File: src/rtl/pc_pkg.sv
// ============================================================================
//  Module   : pc_pkg
//  Purpose  : Shared next-PC select encoding and default vectors.
//  Revision : 1.0  initial release
// ============================================================================
`default_nettype none

package pc_pkg;

  localparam logic [31:0] DEFAULT_RESET_VECTOR = 32'h0000_0000;
  localparam logic [31:0] DEFAULT_TRAP_VECTOR  = 32'h0000_0100;

  typedef enum logic [2:0] {
    PC_SEQ    = 3'd0,
    PC_BRANCH = 3'd1,
    PC_CALL   = 3'd2,
    PC_RET    = 3'd3,
    PC_TRAP   = 3'd4,
    PC_HOLD   = 3'd5
  } pc_sel_e;

endpackage

`default_nettype wire

File: src/rtl/pc_sequencer_return_stack.sv
// ============================================================================
//  Module   : return_stack
//  Purpose  : Circular return-address stack; a push when full overwrites the
//             oldest entry. Storage is not reset.
//  Revision : 1.0  initial release
// ============================================================================
`default_nettype none

module return_stack #(
  parameter int DEPTH = 4,
  parameter int WIDTH = 32
) (
  input  logic                       clk,
  input  logic                       reset_n,
  input  logic                       push,
  input  logic                       pop,
  input  logic [WIDTH-1:0]           push_data,
  output logic [WIDTH-1:0]           top,
  output logic [$clog2(DEPTH):0]     count,
  output logic                       full,
  output logic                       empty
);

  localparam int PTR_W = $clog2(DEPTH);

  logic [WIDTH-1:0] r_mem [DEPTH];
  logic [PTR_W-1:0] r_ptr;
  logic [PTR_W:0]   r_count;
  logic [PTR_W-1:0] w_top_idx;

  // r_ptr names the next free slot; pointer wrap gives the circular overwrite
  assign w_top_idx = r_ptr - PTR_W'(1);
  assign top       = r_mem[w_top_idx];
  assign count     = r_count;
  assign full      = (r_count == (PTR_W+1)'(DEPTH));
  assign empty     = (r_count == '0);

  always_ff @(posedge clk) begin
    if (push) begin
      r_mem[r_ptr] <= push_data;
    end
  end

  always_ff @(posedge clk or negedge reset_n) begin
    if (!reset_n) begin
      r_ptr   <= '0;
      r_count <= '0;
    end else if (push) begin
      r_ptr <= r_ptr + PTR_W'(1);
      if (!full) begin
        r_count <= r_count + (PTR_W+1)'(1);
      end
    end else if (pop && !empty) begin
      r_ptr   <= w_top_idx;
      r_count <= r_count - (PTR_W+1)'(1);
    end
  end

endmodule

`default_nettype wire

File: src/rtl/pc_sequencer.sv
// ============================================================================
//  Module   : pc_sequencer
//  Purpose  : Program counter with trap/stall/ret/call/branch priority decode
//             and a return-address stack.
//  Revision : 1.0  initial release
// ============================================================================
`default_nettype none

module pc_sequencer
  import pc_pkg::*;
#(
  parameter int                  PC_WIDTH     = 32,
  parameter int                  PC_STEP      = 4,
  parameter logic [PC_WIDTH-1:0] RESET_VECTOR = PC_WIDTH'(DEFAULT_RESET_VECTOR),
  parameter logic [PC_WIDTH-1:0] TRAP_VECTOR  = PC_WIDTH'(DEFAULT_TRAP_VECTOR),
  parameter int                  RAS_DEPTH    = 4
) (
  input  logic                         clk,
  input  logic                         reset_n,
  input  logic                         stall,
  input  logic                         branch,
  input  logic                         call,
  input  logic                         ret,
  input  logic                         trap,
  input  logic [PC_WIDTH-1:0]          branch_target,
  output logic [PC_WIDTH-1:0]          pc,
  output logic [$clog2(RAS_DEPTH):0]   ras_count,
  output logic                         ras_underflow,
  output logic                         ras_overflow
);

  localparam logic [PC_WIDTH-1:0] c_step       = PC_WIDTH'(PC_STEP);
  localparam logic [PC_WIDTH-1:0] c_align_mask = ~(PC_WIDTH'(PC_STEP - 1));

  pc_sel_e             w_sel;
  logic [PC_WIDTH-1:0] w_pc_next;
  logic [PC_WIDTH-1:0] w_pc_seq;
  logic [PC_WIDTH-1:0] w_target_aligned;
  logic [PC_WIDTH-1:0] w_ras_top;
  logic                w_ras_full;
  logic                w_ras_empty;
  logic                w_push;
  logic                w_pop;
  logic                w_underflow_evt;
  logic                w_overflow_evt;

  logic [PC_WIDTH-1:0] r_pc;
  logic                r_underflow;
  logic                r_overflow;

  assign w_pc_seq         = r_pc + c_step;
  assign w_target_aligned = branch_target & c_align_mask;

  // A ret on an empty stack falls through to sequential and only raises the flag
  always_comb begin
    w_sel           = PC_SEQ;
    w_underflow_evt = 1'b0;
    if (trap) begin
      w_sel = PC_TRAP;
    end else if (stall) begin
      w_sel = PC_HOLD;
    end else if (ret) begin
      if (w_ras_empty) begin
        w_sel           = PC_SEQ;
        w_underflow_evt = 1'b1;
      end else begin
        w_sel = PC_RET;
      end
    end else if (call) begin
      w_sel = PC_CALL;
    end else if (branch) begin
      w_sel = PC_BRANCH;
    end
  end

  always_comb begin
    w_pc_next = w_pc_seq;
    case (w_sel)
      PC_TRAP:   w_pc_next = TRAP_VECTOR;
      PC_HOLD:   w_pc_next = r_pc;
      PC_RET:    w_pc_next = w_ras_top;
      PC_CALL:   w_pc_next = w_target_aligned;
      PC_BRANCH: w_pc_next = w_target_aligned;
      default:   w_pc_next = w_pc_seq;
    endcase
  end

  assign w_push         = (w_sel == PC_CALL);
  assign w_pop          = (w_sel == PC_RET);
  assign w_overflow_evt = w_push && w_ras_full;

  always_ff @(posedge clk or negedge reset_n) begin
    if (!reset_n) begin
      r_pc        <= RESET_VECTOR;
      r_underflow <= 1'b0;
      r_overflow  <= 1'b0;
    end else begin
      r_pc <= w_pc_next;
      if (w_underflow_evt) r_underflow <= 1'b1;
      if (w_overflow_evt)  r_overflow  <= 1'b1;
    end
  end

  return_stack #(
    .DEPTH (RAS_DEPTH),
    .WIDTH (PC_WIDTH)
  ) u_ras (
    .clk       (clk),
    .reset_n   (reset_n),
    .push      (w_push),
    .pop       (w_pop),
    .push_data (w_pc_seq),
    .top       (w_ras_top),
    .count     (ras_count),
    .full      (w_ras_full),
    .empty     (w_ras_empty)
  );

  assign pc            = r_pc;
  assign ras_underflow = r_underflow;
  assign ras_overflow  = r_overflow;

endmodule

`default_nettype wire

File: config.mk
export PLATFORM = sky130hd
export DESIGN_NAME = pc_sequencer
export DESIGN_NICKNAME = d
export VERILOG_FILES = /design/src/rtl/pc_pkg.sv /design/src/rtl/pc_sequencer_return_stack.sv /design/src/rtl/pc_sequencer.sv
export SDC_FILE = /design/constraint.sdc
export NUM_CORES = 1
export LEC_CHECK = 0
export CAP_MARGIN = 30
export CORE_MARGIN = 2
export CORE_UTILIZATION = 35
export DETAILED_ROUTE_END_ITERATION = 10
export HOLD_SLACK_MARGIN = 0.08
export PLACE_DENSITY_LB_ADDON = 0.08
export SYNTH_ARGS = -nofsm -noshare
export SYNTH_HDL_FRONTEND = slang
export SYNTH_HIERARCHICAL = 1
export SYNTH_SLANG_ARGS = --single-unit
File: constraint.sdc
create_clock -name clk -period 2.4 [get_ports clk]
set_clock_uncertainty 0.2 [all_clocks]
set_input_delay 0.48 -clock clk [delete_from_list [all_inputs] [get_ports clk]]
set_output_delay 0.48 -clock clk [all_outputs]
set_load 0.01 [all_outputs]
==> run notes, run 1 <==
Results of an implementation run.

For the finished layout, the period the worst path requires is 2.350 ns. Once detail routing completed, the nets flagged for antenna violations numbered 0. The finished layout holds 949 standard cells, fillers aside. The net count after synthesis is between 500 and 600. The largest driver fanout on the critical path is 12. The upper clock frequency limit is 425.6 MHz. The most frequent cell on the critical path is sky130_fd_sc_hd__buf_4. The commonest register cell after synthesis is sky130_fd_sc_hd__edfxtp_1.

The clock group power is roughly 2500 uW. Once synthesis finished, the tally of register bits stood at 167. Summing all multiplexer cells gives an area fraction of 9.951%.

The biggest combinational cell group after synthesis is AND-OR/OR-AND gates. The count of library flops with an enable pin is 128. Broken down by cell family, the worst path's largest delay share belongs to simple AND/OR/NAND/NOR gates. The total power divided by cell area is 929.7 nW/um^2. The footprint of the multi-input gates is 2686 sq um. Post-synthesis, Yosys gives the total cell area as 7657 sq um. Of the available clock period, the critical path in the final layout requires between 90% and 100%.

Registers represent a cell area share of 48.25%. At the pin with the least slew margin, the transition time is 0.6205 ns. Per STA, the endpoint of the critical path is u_ras/r_mem[0][30].

The min-delay analysis places its worst path in the category flop to flop. The library cells used most frequently in the layout, excluding fill and tap cells, are 128 x sky130_fd_sc_hd__edfxtp_1, 72 x sky130_fd_sc_hd__clkdlybuf4s50_1, 69 x sky130_fd_sc_hd__buf_4. Per the final report, the share of cell area in non-clock buffers is 15.55%. The flip-flop count of the largest register after layout is 128. The routed layout reports a DRC error count of 0. The cell area that synthesis handed to floorplanning was 7657 sq um. Once placement completed, the tool counted placed cells totaling around 900. In the routed layout, each cell is associated on average with a via count of approximately 5.3. During synthesis, Yosys emitted a total of 6 warnings.

The via count of the first global-routing pass is around 5.2k. The number of slew-limit violations in the final report is 0. The combinational fraction of design power is 33.7%. The final hold slack is 0.2599 ns. The AND-OR/OR-AND share of the synthesized area is 10.33%. On the critical path the data arrives at 2.40 ns. The largest register by flop count is u_ras/r_mem. For reference, the top cells by area after synthesis are sky130_fd_sc_hd__edfxtp_1 50%, sky130_fd_sc_hd__dfrtp_1 13%, sky130_fd_sc_hd__mux4_2 8.5%, sky130_fd_sc_hd__xnor2_1 1.7%, sky130_fd_sc_hd__xor2_1 1.7%.

The classification of the worst setup path is flop to flop. The tree is rooted in a sky130_fd_sc_hd__clkbuf_16. The number of distinct standard cells referenced by the synthesized netlist is 63.

The combinational-cell power consumption is 3130 uW. The net switching power of the design is ~2800 uW. In this run the cell area measured after placement is ~9400 sq um.

The run finished with clean final reports. Sequential cells account for 39.5% of the total power. The power report lists cell-internal power as 6454 uW.

The layout summary lists the proportion of cells stronger than drive strength 1 as 27.20%. After floorplanning, the core was divided into between 50 and 60 placement rows. Measured against its own limit, the worst slew margin works out to between 50% and 60%.

The signed area change from the synthesized netlist to the final layout is 30.51%. The layout report lists the clock-cell share of area as 5.321%. The clock tree from TritonCTS is done. The number of clock sinks came to 167.
[run 1: timing repair]
| action | 4_1_cts | 5_1_grt |
|---|---|---|
| gates resized | 3 | 7 |
| pin swaps | 0 | 2 |
| hold buffers | 1 | 0 |
| setup buffers | 0 | 1 |
| setup endpoints to repair | 12 | 60 |
| endpoints found under the hold margin | 39 | 0 |
[run 1: metal layers]
| metal | share of wire, % | vias to the layer above | track usage (%) |
|---|---|---|---|
| met5 | 0 | - | 0 |
| met4 | 0.98 | 0 | 4.762 |
| met3 | 3.9 | 13 | 3.280 |
| met2 | 49 | 110 | 29.64 |
| met1 | 46 | 2561 | 24.76 |
| li1 | - | 2324 | - |
### Signal wires on met3, run 1

Drawn at 3 px/micron.
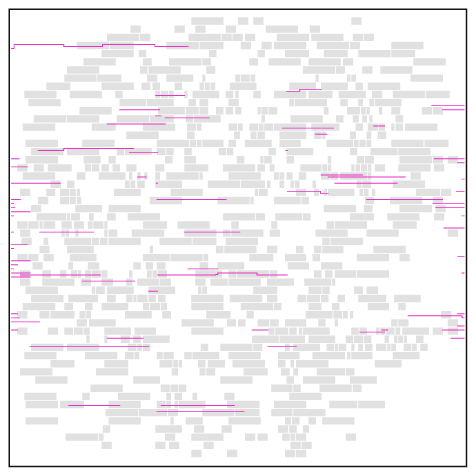
The longest straight run is 39.6 microns. The wires run mostly horizontal. The layer carries 788 microns of wire.
routed via count: 5008
drt total wl: 20210 microns
GR Layer Usage met3: 3.280%

### Pin placement, run 1

Drawn at 3 px/micron. Pins as bars across the die edge, other pins in gray.
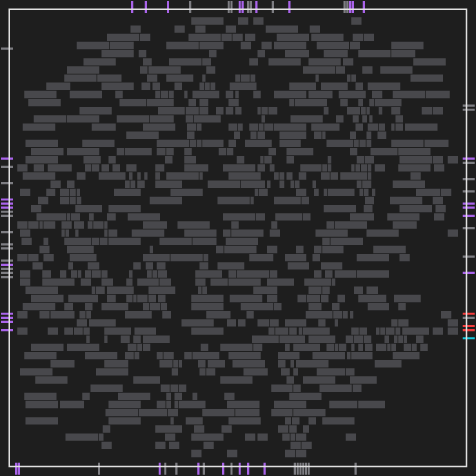
Cyan is `ras_overflow`, pins 1, direction output, edge east. Red is `ras_count`, pins 3, direction output, edge east. Purple is `branch_target`, pins 32, direction input, edge 10 north, 9 west, 8 south, 5 east.
All pins by edge: 21 west, 20 south, 18 north, 17 east.
die extent in y: 151.9 microns
number of input and output port buffers inserted: 73
Die Width: 151.9 microns

### Track usage over the die, run 1

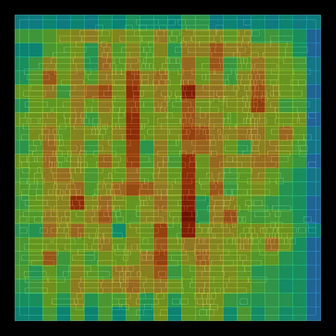
global-route met1 utilization: 24.76%
grt peak-use layer: met2
routing usage on met2: 29.64%
final routed wire length divided by cell count: 21.30 microns
gr usage total: 18.01%

==> run 1 -> run 2 <==
Settings changed: CTS_CLUSTER_DIAMETER set to 30.
### Track usage over the die, run 2

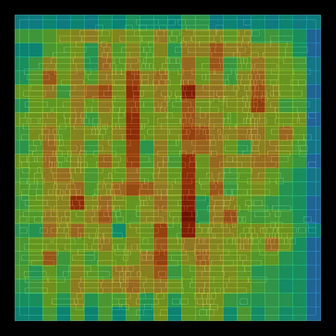
post-route core utilization: 46.22%

### Wire density map, run 2

Drawn at 2 px/micron. 30 x 30 tiles, from dark blue (low) to red (high), scaled to the fullest tile. Values are wire area over tile area, all layers added.
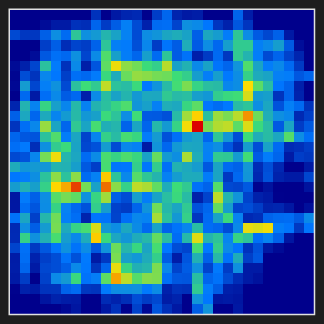
11% of the tiles are over half the peak. The fullest tile reaches 0.51. The emptiest ninth of the die: south-east.

==> run notes, run 2 <==
Results of an implementation run.

The global-route met3 utilization is roughly 3.3%. Total power normalized to cell area comes to ~930 nW/um^2. The placed cell area is 9370 sq um. The cell area that synthesis handed to floorplanning was 7657 sq um. Across all hold checks on the routed design, the worst slack comes to approximately 0.26 ns. Summing all multi-input logic gate instances after layout gives ~2700 sq um.

The slew at the pin closest to its max-slew limit is about 0.62 ns. The number of DRC violations after detailed-routing iteration 0 is 399. The via count of the first global-routing pass is roughly 5.2k.

The number of input and output port buffers inserted is approximately 73. According to the timing report, the critical path is launched from pc[10]. After detailed routing, no signal wire sits above met4. The number of distinct standard cells referenced by the synthesized netlist is 63.

The clock tree root driver cell is sky130_fd_sc_hd__clkbuf_16. From bottom edge to top edge, the die measures 151.9 microns. The detailed router reported a total wirelength of 20210 microns. The type recorded for the worst min-delay path is flop to flop. The most instantiated library cell after synthesis is sky130_fd_sc_hd__edfxtp_1.

The post-synthesis instance total is 516. In the layout the commonest cells are 128 x sky130_fd_sc_hd__edfxtp_1, 72 x sky130_fd_sc_hd__clkdlybuf4s50_1, 69 x sky130_fd_sc_hd__buf_4. The die span in x is about 150 microns. The synthesized design contains 167 register bits. The most used routing layer in global routing is met2.

The detailed router placed 5008 vias in this run. Dividing the detail-routed via count by the number of cells gives between 5 and 6. For this design the top-level I/O count stands at between 70 and 80. The timing report attributes the biggest portion of critical-path delay to simple AND/OR/NAND/NOR gates.

STA classifies the critical path endpoint as a flop. The final weighted congestion of routability-driven global placement is roughly 0.74. met2 track demand over resource after global routing is 29.64%. The most frequent cell on the critical path is sky130_fd_sc_hd__buf_4. The AND-OR/OR-AND share of the synthesized area is 10.33%. Data arrives at the worst endpoint at between 2 and 2.5 ns. For reference, the top cells by area after synthesis are sky130_fd_sc_hd__edfxtp_1 50%, sky130_fd_sc_hd__dfrtp_1 13%, sky130_fd_sc_hd__mux4_2 8.5%, sky130_fd_sc_hd__xnor2_1 1.7%, sky130_fd_sc_hd__xor2_1 1.7%. Per the CTS log, the buffer count on the longest clock path is 2.

Once layout is complete, the cells apart from fillers number between 900 and 1k. The final timing summary puts the cycle share of the worst path at 97.90%. Among the non-sequential cells, AND-OR/OR-AND gates take the most area.

After global routing the overflow that remains totals 0. The run finished with clean final reports. The count of library flops with an enable pin is between 100 and 150.

The commonest register cell after synthesis is sky130_fd_sc_hd__edfxtp_1. The register-to-register setup slack is 0.05 ns. The mux cell area share after synthesis is 9.951%. The flip-flop count of the largest register after layout is between 100 and 150. The floorplan has 54 rows. STA lists the maximum fanout along the critical path as 12. Non-clock buffers make up 15.55% of the layout cell area. The worst setup path is of the flop to flop kind. Counting the warning lines in the Yosys log gives 6. Pins over their slew limit in the final report were tallied at 0. The net count after synthesis is 561.

The routed metal-1 wire length is about 9300 microns. In this run the post-CTS setup repair buffer count came out at 0. The number of gates resized after CTS was 3. The signed area change from the synthesized netlist to the final layout is 30.51%. The register share of the cell area is 48.25%.

The wire length per cell after detailed routing is 21.30 microns. The global routing report lists combined usage of all routing layers as 18.01%. For reference, the final report shows the hold violation count at 0.

The number of design rule violations left after detail routing is 0. Counting flops per register, the top entry is u_ras/r_mem. For reference, the critical path is captured by u_ras/r_mem[0][30]. The first global-routing pass estimated 31670 microns of wire. The share of cells above drive strength 1 is between 20% and 30%. The clock drives 167 sinks. TritonCTS built the clock tree. The count of nets left with antenna violations after detail routing is 0. The first detailed-routing pass took 6 iterations.

The total placed cells including tap cells is 915. The most frequent logic cell in the layout is sky130_fd_sc_hd__edfxtp_1. Summing the sequential cell areas from Yosys gives 62.94% of the chip area. The number of antenna violations at the first check in global routing was 0. Once detailed placement completed, the half-perimeter wirelength came to 13320 microns. The max-slew check reports its worst relative slack as 58.63%.

Wire segments on met3 add up to 787 microns in the final route. The global routing usage on met1 is 24.76%. The final timing report derives a shortest allowable period of around 2.3 ns. For this run, the top clock speed supported by timing is between 400 and 500 MHz. The area recorded from the Yosys report for this design is 7657 sq um. The proportion of cell area spent on the clock network is 5.321%.

The met2 routed wirelength is 9892 microns. The number of buffers inserted for hold repair after clock tree synthesis is 1.
[run 2: through the flow]
stage / setup TNS [ns] / power (uW) / worst slack (ns)
after floorplan: -0.008058 / 5658 / -0.008058
after global placement: -18.16 / 6830 / -0.2072
after detailed placement: -21.59 / 6869 / -0.2354
after CTS: 0 / 9401 / 0.05069
after global routing: -0.1923 / 9776 / -0.02380
final: 0 / 9291 / 0.05043
[run 2: worst register-to-register path, delay by kind of cell (launching register included)]
family	cells	cell delay, ns
xor gates and xnor gates	1	0.19
buffers and inverters	2	0.42
and+or+nand+nor	3	0.98
DFF	1	0.38
[run 2: report_power, final]
part	total, uW	switching [uW]	internal, uW
logic	3130	1470	1660
clock network	2500	1170	1330
registers	3670	199	3470
total	9290	2840	6450
==> run 2 -> run 3 <==
Settings changed: MAX_ROUTING_LAYER set to met4.
### Pin placement, run 3

Drawn at 3 px/micron. Pins as bars across the die edge, other pins in gray.
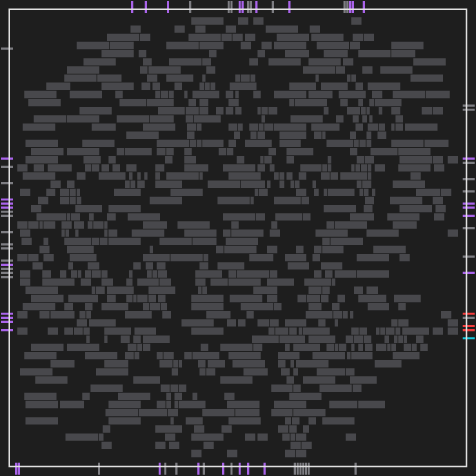
Cyan is `ras_overflow`, pins 1, direction output, edge east. Red is `ras_count`, pins 3, direction output, edge east. Purple is `branch_target`, pins 32, direction input, edge 10 north, 9 west, 8 south, 5 east.
All pins by edge: 21 west, 20 south, 18 north, 17 east.

### Metal 2, run 3

Drawn at 3 px/micron.
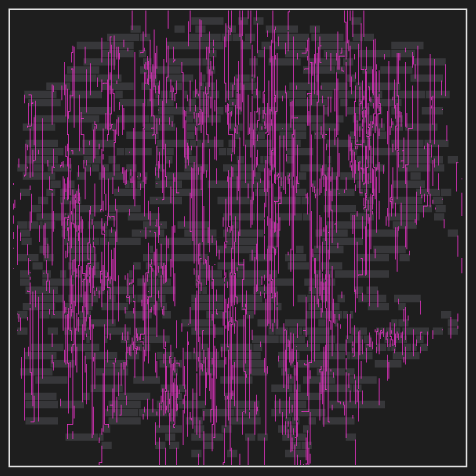
The longest straight run is 65.3 microns. The layer holds 49% of the routed length. The wires run mostly vertical. The layer carries 9910 microns of wire.
routing usage on met2: 29.67%
routed via count: 5036
drt total wl: 20170 microns

==> run notes, run 3 <==
Results of an implementation run.

The flow ran to the end, and the final reports show no timing, DRC or antenna violations. The signed area change from the synthesized netlist to the final layout is 30.51%. The via count of the first global-routing pass is 5238. The global-route wire length before repair is 31610 microns. The clock network accounts for between 20% and 30% of the total power.

After clock tree synthesis, the repair step resized 3 gates. The combinational-cell power consumption is 3130 uW. The DRC violation total left in the routed layout is recorded as 0. Looking at the group totals, the largest power group turns out to be registers.

The destination of the critical timing path is u_ras/r_mem[0][30]. The most frequent cell on the critical path is sky130_fd_sc_hd__buf_4. After detailed routing, the wire length on met1 is 9328 microns. Buffers inserted to repair hold after CTS numbered 1.

Detailed-route iteration 0 reported a violation count of about 420. The kind of capture point of the worst setup path is a flop. The portion of synthesized area spent on multiplexers is 9.951%. Per Yosys stat, the portion of area used by sequential elements is 62.94%.

In the layout the commonest cells are 128 x sky130_fd_sc_hd__edfxtp_1, 72 x sky130_fd_sc_hd__clkdlybuf4s50_1, 69 x sky130_fd_sc_hd__buf_4. The AND-OR/OR-AND share of the synthesized area is 10.33%. After global routing, the most crowded layer is met2.

The register-to-register setup slack is between 0.03 and 0.04 ns. The met2 routed wirelength is 9912 microns. For this run, the detailed router reports a per-instance via density of 5.307. The upper clock frequency limit is 423.6 MHz. The final-layout non-clock buffer area share is ~16%.

The number of antenna violations at the first check in global routing came to 0. The Yosys chip area is between 7000 and 8000 sq um. Power spread over the standard cell area amounts to 929.6 nW/um^2. The warning tally printed by Yosys for this design is 6. For this run, the total global-route usage over all layers was measured as a little under a fifth. The proportion of cell area spent on the clock network is 5.321%.

Checking hold timing, the worst path is listed with class flop to flop. The detailed placer reported the number of placed instances as 915. The number of distinct standard cells referenced by the synthesized netlist is 63. The multi-input combinational cells in the finished layout cover a total of 2686 sq um.

The register share of the cell area is slightly below 50%. The global route stage reports its total congestion overflow as 0. Yosys mapped a number of flops with a built-in enable equal to 128. The count of nets left with antenna violations after detail routing is 0.
[run 3: per-stage QoR]
| step | instance area [sq um] | util (%) | setup slack (ns) | total power, uW | hold WS [ns] |
|---|---|---|---|---|---|
| 5_1_grt | 9993 | 46.22 | -0.02499 | 9775 | 0.2996 |
| 2_1_floorplan | 7701 | - | -0.008058 | 5658 | -0.01559 |
| 3_5_place_dp | 9370 | 43.34 | -0.2354 | 6869 | 0.2584 |
| 6_report | 9993 | 46.22 | 0.03950 | 9290 | 0.2599 |
| 3_3_place_gp | 9370 | 43.34 | -0.2072 | 6830 | 0.2570 |
| 4_1_cts | 9935 | 45.95 | 0.05069 | 9401 | 0.2730 |
[run 3: kinds of logic after synthesis]
logic type | after synthesis
simple gates | 120
xor+xnor | 30
compound gates | 110
fa+ha+maj | 6
flops | 167
buf+inv | 48
mux | 35
Power is estimated from default activity; no workload was simulated.
